$ cat src/rtl/uart_tx.sv
// uart_tx: 8-bit serial transmitter with a one-entry holding register.
// - Clocked at OVERSAMPLE x baud; every serial bit lasts OVERSAMPLE clk cycles.
// - Frame: start(0), 8 data bits LSB first, [even parity], STOP_BITS stop bits(1).
// - Optional even-parity bit is compiled in with the macro UART_TX_PARITY_EN.
// - dbg_state exposes the FSM state for checkers.
module uart_tx #(
  parameter int OVERSAMPLE = 16,
  parameter int STOP_BITS  = 1
) (
  input  logic       clk,
  input  logic       rst_n,
  input  logic       wrsig,
  input  logic [7:0] datain,
  output logic       tx,
  output logic       idle,
  output logic       overrun,
  output logic [2:0] dbg_state
);

  localparam int STOP_LEN = STOP_BITS * OVERSAMPLE;
  localparam int CW       = $clog2(STOP_LEN);
  localparam logic [CW-1:0] BIT_LAST  = CW'(OVERSAMPLE - 1);
  localparam logic [CW-1:0] STOP_LAST = CW'(STOP_LEN - 1);

`ifdef UART_TX_PARITY_EN
  typedef enum logic [2:0] {
    ST_IDLE   = 3'd0,
    ST_START  = 3'd1,
    ST_DATA   = 3'd2,
    ST_PARITY = 3'd3,
    ST_STOP   = 3'd4
  } state_t;
`else
  typedef enum logic [2:0] {
    ST_IDLE  = 3'd0,
    ST_START = 3'd1,
    ST_DATA  = 3'd2,
    ST_STOP  = 3'd4
  } state_t;
`endif

  // Request/accept semantics: a request is a 0->1 edge of wrsig seen at a clk
  // edge (only after wrsig has been seen low since reset). It is accepted when
  // the holding register is empty, or when the holding register moves into the
  // shifter on that same edge; otherwise it is dropped and overrun pulses.
  logic          wrsig_q;
  logic          armed;
  logic          req;
  logic          accept;
  logic          load;
  logic          hold_full;
  logic          hold_full_next;
  logic [7:0]    hold_data;

  state_t        state;
  state_t        state_next;
  logic [CW-1:0] cnt;
  logic [CW-1:0] cnt_next;
  logic [CW-1:0] cnt_last;
  logic          bit_end;
  logic [2:0]    bit_idx;
  logic [2:0]    bit_idx_next;
  logic [7:0]    shift_q;
  logic [7:0]    shift_next;
  logic          tx_next;
  logic          idle_next;
`ifdef UART_TX_PARITY_EN
  logic          par_q;
`endif

  assign req            = wrsig & ~wrsig_q & armed;
  assign accept         = req & (~hold_full | load);
  assign hold_full_next = accept | (hold_full & ~load);
  assign cnt_last       = (state == ST_STOP) ? STOP_LAST : BIT_LAST;
  assign bit_end        = (cnt == cnt_last);
  assign idle_next      = (state_next == ST_IDLE) & ~hold_full_next;
  assign dbg_state      = state;

  // Register wrsig for edge detection; armed blocks a request until wrsig has been low after reset.
  always_ff @(posedge clk or negedge rst_n) begin
    if (!rst_n) begin
      wrsig_q <= 1'b0;
      armed   <= 1'b0;
    end else begin
      wrsig_q <= wrsig;
      armed   <= armed | ~wrsig;
    end
  end

  // One-entry holding register: capture accepted requests, empty on transfer to the shifter.
  always_ff @(posedge clk or negedge rst_n) begin
    if (!rst_n) begin
      hold_full <= 1'b0;
      hold_data <= 8'h00;
    end else begin
      hold_full <= hold_full_next;
      if (accept) begin
        hold_data <= datain;
      end
    end
  end

  // FSM state, bit-time counter, shifter and registered outputs.
  always_ff @(posedge clk or negedge rst_n) begin
    if (!rst_n) begin
      state   <= ST_IDLE;
      cnt     <= '0;
      bit_idx <= 3'd0;
      shift_q <= 8'h00;
      tx      <= 1'b1;
      idle    <= 1'b1;
      overrun <= 1'b0;
    end else begin
      state   <= state_next;
      cnt     <= cnt_next;
      bit_idx <= bit_idx_next;
      shift_q <= shift_next;
      tx      <= tx_next;
      idle    <= idle_next;
      overrun <= req & hold_full & ~load;
    end
  end

`ifdef UART_TX_PARITY_EN
  // Even parity of the byte, latched when it moves into the shifter.
  always_ff @(posedge clk or negedge rst_n) begin
    if (!rst_n) begin
      par_q <= 1'b0;
    end else if (load) begin
      par_q <= ^hold_data;
    end
  end
`endif

  // Next-state, counter and shifter logic; tx_next is the line level for the next state.
  always_comb begin
    state_next   = state;
    cnt_next     = cnt;
    bit_idx_next = bit_idx;
    shift_next   = shift_q;
    load         = 1'b0;
    tx_next      = 1'b1;

    unique case (state)
      ST_IDLE: begin
        if (hold_full) begin
          load       = 1'b1;
          state_next = ST_START;
          cnt_next   = '0;
        end
      end
      ST_START: begin
        if (bit_end) begin
          state_next   = ST_DATA;
          cnt_next     = '0;
          bit_idx_next = 3'd0;
        end else begin
          cnt_next = cnt + CW'(1);
        end
      end
      ST_DATA: begin
        if (bit_end) begin
          cnt_next = '0;
          if (bit_idx == 3'd7) begin
`ifdef UART_TX_PARITY_EN
            state_next = ST_PARITY;
`else
            state_next = ST_STOP;
`endif
          end else begin
            bit_idx_next = bit_idx + 3'd1;
            shift_next   = {1'b0, shift_q[7:1]};
          end
        end else begin
          cnt_next = cnt + CW'(1);
        end
      end
`ifdef UART_TX_PARITY_EN
      ST_PARITY: begin
        if (bit_end) begin
          state_next = ST_STOP;
          cnt_next   = '0;
        end else begin
          cnt_next = cnt + CW'(1);
        end
      end
`endif
      ST_STOP: begin
        if (bit_end) begin
          cnt_next = '0;
          if (hold_full) begin
            // Back-to-back: next start bit directly follows the last stop cycle.
            load       = 1'b1;
            state_next = ST_START;
          end else begin
            state_next = ST_IDLE;
          end
        end else begin
          cnt_next = cnt + CW'(1);
        end
      end
      default: begin
        state_next = ST_IDLE;
        cnt_next   = '0;
      end
    endcase

    if (load) begin
      shift_next = hold_data;
    end

    unique case (state_next)
      ST_START:  tx_next = 1'b0;
      ST_DATA:   tx_next = shift_next[0];
`ifdef UART_TX_PARITY_EN
      ST_PARITY: tx_next = par_q;
`endif
      default:   tx_next = 1'b1;
    endcase
  end

endmodule

$ cat config.mk
export PLATFORM = sky130hd
export DESIGN_NAME = uart_tx
export DESIGN_NICKNAME = d
export VERILOG_FILES = /design/src/rtl/uart_tx.sv
export SDC_FILE = /design/constraint.sdc
export NUM_CORES = 1
export LEC_CHECK = 0
export CAP_MARGIN = 20
export CORE_MARGIN = 2
export CORE_UTILIZATION = 58
export DETAILED_ROUTE_END_ITERATION = 16
export PLACE_DENSITY = 0.92
export SKIP_LAST_GASP = 1
export SYNTH_ARGS = -nofsm -noshare
export SYNTH_HDL_FRONTEND = slang
export SYNTH_SLANG_ARGS = --single-unit
export TNS_END_PERCENT = 50
$ cat constraint.sdc
create_clock -name clk -period 2.8 [get_ports clk]
set_input_delay 0.84 -clock clk [delete_from_list [all_inputs] [get_ports clk]]
set_output_delay 0.84 -clock clk [all_outputs]
set_load 0.02 [all_outputs]
### Signal wires on met2, run 1

(4 px per um) Cells faint in the background.
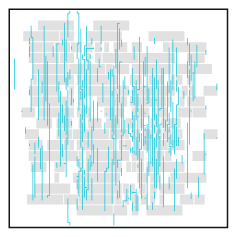
wire length on this layer: 1350 um
nets with wire on the layer: 133

### Placement view, run 1

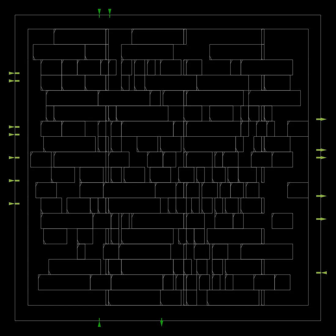
final core utilization: 0.693
core area: 2430 um^2
seq_cells: 32

### M1 wires, run 1

(6 px per um) Supply wires on this layer in grey.
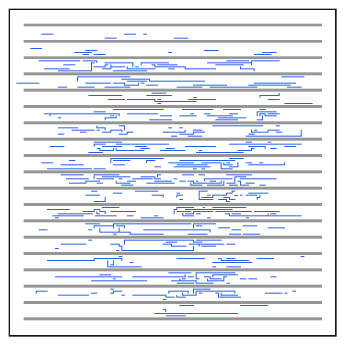
nets with wire on the layer: 143
wire length on this layer: 1070 um
met1 usage: 0.239
drt total wl: 2600 um
Vias: 1021

### Met3 routing, run 1

(6 px per um)
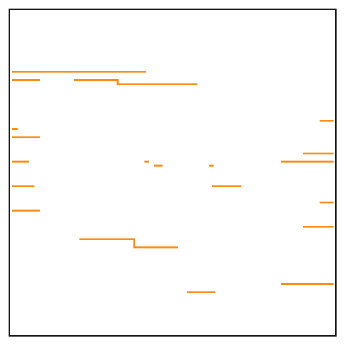
share of all routed wire: 4.7%
wire length on this layer: 121 um
longest straight run: 22.1 um
nets with wire on the layer: 16
main direction: horizontal

==> metrics.yaml, run 1 <==
global_routing:
  grt_pass1_wl_um: 4310
  top_usage_layer: "met2"
  overflow: 0
  grt_use_total: 0.219
  grt_pass1_vias: 1017
  grt_max_degree: 33
yosys:
  synth_nets: 144
  netlist_instances: 130
  synth_area_um2: 1460
  synth_cell_type_count: 35
  syn_avg_cell_area_um2: 11.2
  yosys_area_um2: 1460
  top_area_cell: "dfrtp_1"
  area_leaders: "dfrtp_1, mux2_2, mux2i_1, nand2_1, o21ai_0"
  yosys-stat-cells: 130
  seq_area_frac_synth: 0.550
  yosysWarningCount: 0
  synth_flops: 32
timing:
  timing.fmax_mhz: 406
  clock_skew_ns: 0.00598
  worstMarginPinSlew_ns: 0.722
  hold_violations: 0
  rsz0062_at_grt: "false"
  finalSetupViolations: 0
  layout_worst_path_cycle_share: 0.879
  slew_headroom: 0.519
  tns_ns: 0
  period_needed_ns: 2.46
  drv_slew: 0
detailed_routing:
  drtPass1Iterations: 4
  post-route-drc-count: 0
  drt_iter0_drc: 8
  via_per_inst: 5.67
  wl_per_cell_um: 14.4
die:
  dieHeight_um: 54.2
  rows: 18
  chipArea_um2: 2930
  initCoreUtil: 0.600
  die_x_um: 54.2
  io_pins: 17
critical_path:
  crit_required_ns: 1.96
  cp_slowest_cell: "clkdlybuf4s50_1"
  critical_path_arrival_ns: 1.62
  start_kind: "flip-flop"
  crit_buf_inv: 1
  path_delay_family: "buffers and inverters"
  crit_path_end_kind: "primary output"
  crit_chain: "clkdlybuf4s50_1"
  path_class: "reg -> out"
clock_tree:
  insertion_delay_ns: 0.33
  clockRootBuffer: "clkbuf_4"
  cts_hold_buffers: 0
  cts_tree: "built"
  cts_resized: 0
  cts_max_path_buffers: 2
  htreeDepth: 2
  numCtsBuffers: 5
  clkTransAtPathRegs_ns: 0.09
cells_and_area:
  fillers: 203
  nNetsFinal: 163
  drive_gt1_frac: 0.153
  final_cell_mix: "dfrtp_1, nand2_1, clkdlybuf4s50_1, o21ai_0"
  lay_top_count: "dfrtp_1"
  antenna_cells: 0
placement:
  portBuffers: 16
  routabilityCongestion: 0.856
power:
  p_seq_frac: 0.632
  leakagePower_nw: 0.784
  p_clk_frac: 0.302
  switching_share: 0.221
  vdd_drop_max_v: 0.000401
  p_per_area_nw_per_um2: 470
  p_comb_frac: 0.066
job:
  maxCapViolCount: 0
  tool_warnings: 26
status:
  status: "complete, no violations"
-- run 1: through the flow --
stage                     instance area (um^2)  power (mW)  worst slack [ns]  cells   util
final                                     1690       0.792             0.338    180  0.693
after global routing                      1690       0.833             0.253    180  0.693
after CTS                                 1690       0.801             0.343    180  0.693
after detailed placement                  1640       0.562             0.353    172  0.672
after global placement                    1640       0.556             0.452    172  0.672
after floorplan                           1460       0.528             0.991    130      -
-- run 1: area by class of cell --
| cell class | count | area, um^2 | area share |
|---|---|---|---|
| Sequential cell | 32 | 803 | 0.477 |
| Multi-Input combinational cell | 89 | 612 | 0.363 |
| Timing Repair Buffer | 17 | 168 | 0.0995 |
| Clock buffer | 7 | 45.0 | 0.0267 |
| Tap cell | 30 | 37.5 | 0.0223 |
| Inverter | 4 | 15.0 | 0.00891 |
| Clock inverter | 1 | 5.00 | 0.00297 |
-- run 1: flip-flops by register name (all words and copies together), names as in the netlist --
signal	cells
shift_q	8
bit_idx	3
dbg_state	3
wrsig_q	1
hold_full	1
overrun	1
idle	1
cnt	4
hold_data	8
armed	1
tx	1
-- run 1: logic make-up (layout without fill, tap and decap cells) --
logic type	Yosys count	count (layout)	synth area share
simple gates	41	41	0.142
flops	32	32	0.550
compound gates	28	28	0.129
mux	16	16	0.117
buf+inv	9	29	0.0308
fa+ha+maj	3	3	0.0257
xor+xnor	1	1	0.00600
-- run 1: worst paths after layout --
path,startpoint,to,slack [ns],cells after the start
min in group asynchronous,rst_n,dbg_state[2],0.89,2
max reg2reg,bit_idx[0],shift_q[0],0.79,5
min,armed,armed,0.48,1
min reg2reg,armed,armed,0.48,1
max,dbg_state[0],dbg_state[0],0.34,1
max in group asynchronous,rst_n,tx,1.59,2
-- run 1: synthesized netlist by cell type --
master and count:
xor2_1 1, o21ai_0 13, nand3b_1 1, and3_2 1, a22o_1 1, or4_4 1, nand3_4 1, o21ai_1 2
a2111oi_4 1, a2111oi_0 1, clkbuf_1 1, a22oi_1 1, nor3_1 3, dfstp_2 2, a21oi_2 1, dfrtp_1 30
or3_1 1, ha_1 3, nor4_1 1, a21o_1 1, nand2_1 21, nor2_1 5, a211oi_1 1, or3b_1 1
mux2_2 8, buf_2 3, nand4_1 1, inv_1 4, nand2b_1 3, nand3_1 1, a211o_2 1, o22ai_1 1
a21oi_1 4, buf_6 1, mux2i_1 8
-- run 1: power groups by stage --
stage	registers [mW]	logic (mW)	clock network [mW]
finish	0.500	0.0526	0.239
global route	0.503	0.0594	0.270
CTS	0.500	0.0542	0.247
detailed placement	0.508	0.0541	0
global placement	0.507	0.0490	0
floorplan	0.505	0.0227	0
-- run 1: layer usage --
metal | up-vias | wire, um
met4 | 0 | 63
met2 | 23 | 1350
met3 | 7 | 121
met1 | 492 | 1070
met5 | - | 0
li1 | 499 | -
==> run 2: changes to the inputs <==
--- a/config.mk
+++ b/config.mk
@@ -7,9 +7,10 @@
 export LEC_CHECK = 0
 export CAP_MARGIN = 20
 export CORE_MARGIN = 2
-export CORE_UTILIZATION = 58
+export CORE_UTILIZATION = 60
 export DETAILED_ROUTE_END_ITERATION = 16
-export PLACE_DENSITY = 0.92
+export DONT_BUFFER_PORTS = 1
+export PLACE_DENSITY = 0.86
 export SKIP_LAST_GASP = 1
 export SYNTH_ARGS = -nofsm -noshare
 export SYNTH_HDL_FRONTEND = slang
### Placement view, run 2

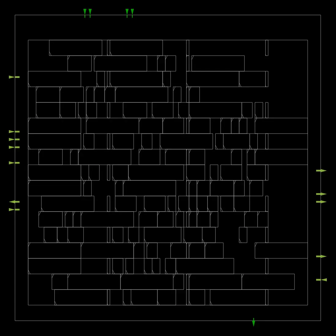
core area: 2250 um^2
final core utilization: 0.675
Seq area share: 0.528

### I/O pins on the die edge, run 2

(8 px per um) Pins as bars across the die edge, other pins in grey.
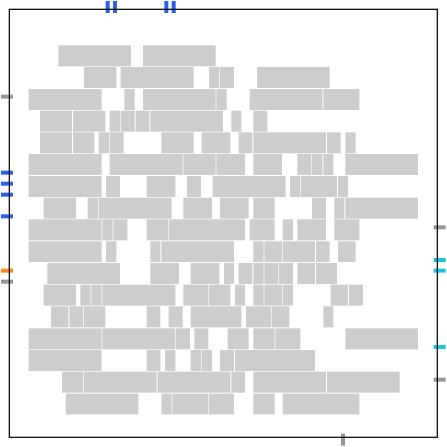
legend:
  overrun:
    colour: orange
    pins: 1
    direction: output
    edge: west
  dbg_state:
    colour: cyan
    pins: 3
    direction: output
    edge: east
  datain:
    colour: blue
    pins: 8
    direction: input
    edge: 4 west, 4 north
all pins by edge: 7 west, 5 east, 4 north, 1 south
Die Width: 53.3 um
Die Ht: 53.3 um
Port Buf Inserts: 0

==> metrics.yaml, run 2 <==
die:
  io_pins: 17
  initCoreUtil: 0.648
  chipArea_um2: 2840
  rows: 17
job:
  tool_warnings: 26
  maxCapViolCount: 0
placement:
  routabilityCongestion: 0.897
detailed_routing:
  routed_wl_um: 2520
  wl_met2_um: 1260
  top_layer: "met4"
  drt_iter0_drc: 16
  met3_length_um: 140
  wl_per_cell_um: 15.6
  post-route-drc-count: 0
  via_per_inst: 6.06
  drt-met1-wl_um: 1080
  vias: 976
  drtPass1Iterations: 4
global_routing:
  grt_max_degree: 33
  grt_pass1_wl_um: 4370
  grt_pass1_vias: 997
  overflow: 0
  grt_use_total: 0.224
critical_path:
  crit_buf_inv: 0
  crit_chain: "ha_1, and3_2, o21ai_1, a21oi_2, mux2_2"
  r2r_start: "cnt[1]"
  path_class: "reg -> reg"
  r2r-end: "hold_data[5]"
  crit_path_end_kind: "flip-flop"
  worst-r2r-setup-slack_ns: 0.83
  crit_required_ns: 3.03
  cp_slowest_cell: "a21oi_2"
  path_delay_family: "AND-OR/OR-AND gates"
  start_kind: "flip-flop"
  worst_path_largest_cell_delay_ns: 0.42
  critical_path_arrival_ns: 2.20
  rr_worst_depth: 5
clock_tree:
  insertion_delay_ns: 0.33
  clkTransAtPathRegs_ns: 0.10
  cts_tree: "built"
  clockRootBuffer: "clkbuf_4"
  numCtsBuffers: 5
  htreeDepth: 2
  cts_hold_buffers: 0
  cts_max_path_buffers: 2
  cts_resized: 0
power:
  leakagePower_nw: 0.724
  p_per_area_nw_per_um2: 510
  vdd_drop_max_v: 0.000453
yosys:
  flop_cell: "dfrtp_1"
  seq_area_frac_synth: 0.550
  area_leaders: "dfrtp_1, mux2_2, mux2i_1, nand2_1, o21ai_0"
  yosys-stat-cells: 130
  synth_nets: 144
  top_area_cell: "dfrtp_1"
  syn_avg_cell_area_um2: 11.2
  synth_area_um2: 1460
  synth-edff-count: 0
  synth_cell_type_count: 35
  synth_top_cell_by_count: "dfrtp_1"
  top_cells_by_count: "dfrtp_1, nand2_1, o21ai_0"
  async_flop_share: 1.00
  yosys_area_um2: 1460
  yosysWarningCount: 0
timing:
  layout_worst_path_cycle_share: 0.705
  tns_ns: 0
  slew_headroom: 0.422
  clock_skew_ns: 0.00793
  period_needed_ns: 1.97
  drv_slew: 0
  rsz0062_at_grt: "false"
  hold_violations: 0
  timing.fmax_mhz: 507
cells_and_area:
  lay_top_count: "dfrtp_1"
  top_regs: "hold_data (8), shift_q (8), cnt (4)"
  antenna_cells: 0
  final_cell_mix: "dfrtp_1, nand2_1, o21ai_0, mux2i_1, mux2_2"
  drive_gt1_frac: 0.180
status:
  status: "complete, no violations"
[run 2: cell types whose count changed in the layout (fill, tap and decap cells not counted)]
cell and change:
clkdlybuf4s50_1 -16, clkbuf_1 -2, buf_4 -1, clkinv_2 +1, clkinv_4 +1
[run 2: cell type report]
cell class              count  area, um^2
clock inverters             3        18.8
fillers                   182         733
inverters                   4        15.0
well taps                  28        35.0
flip-flops and latches     32         803
clock buffers               5        37.5
multi-input cells          89         612
[run 2: kinds of logic (layout without fill, tap and decap cells)]
kind of cell	count (synthesis)	in the layout	share of synthesized area
AOI/OAI and AO/OA	28	28	0.129
xor gates and xnor gates	1	1	0.00600
adders and majority gates	3	3	0.0257
buffers and inverters	9	12	0.0308
DFF	32	32	0.550
muxes	16	16	0.117
and+or+nand+nor	41	41	0.142
[run 2: layer usage]
layer	vias up	GRT usage
li1	469	-
met1	477	0.270
met2	25	0.360
met3	5	0.0734
met4	0	0.107
met5	-	0
[run 2: worst max path at each step]
| stage | startpoint | end | slack [ns] | cells past startpoint |
|---|---|---|---|---|
| after floorplan | bit_idx[0] | shift_q[0] | 0.99 | 6 |
| after global placement | cnt[1] | hold_data[7] | 0.91 | 5 |
| after detailed placement | cnt[0] | hold_data[5] | 0.84 | 5 |
| after CTS | cnt[0] | hold_data[5] | 0.83 | 5 |
| after global routing | cnt[0] | shift_q[1] | 0.69 | 4 |
| final | cnt[1] | hold_data[5] | 0.83 | 5 |
[run 2: metrics by stage]
step	area [um^2]	hold WS, ns	setup slack, ns	std cells	total power [mW]
after global placement	1470	0.451	0.911	153	0.532
final	1520	0.186	0.827	161	0.776
after global routing	1520	0.162	0.692	161	0.810
after CTS	1520	0.173	0.833	161	0.787
after floorplan	1460	0.435	0.991	130	0.528
after detailed placement	1470	0.452	0.838	153	0.534
[run 2: report_power, final]
group	leakage (nW)	total, mW	internal [mW]	switching, mW
clock	0.0349	0.251	0.0961	0.155
sequential	0.405	0.499	0.487	0.0127
combinational	0.285	0.0250	0.0178	0.00715
Power is estimated from default activity; no workload was simulated.
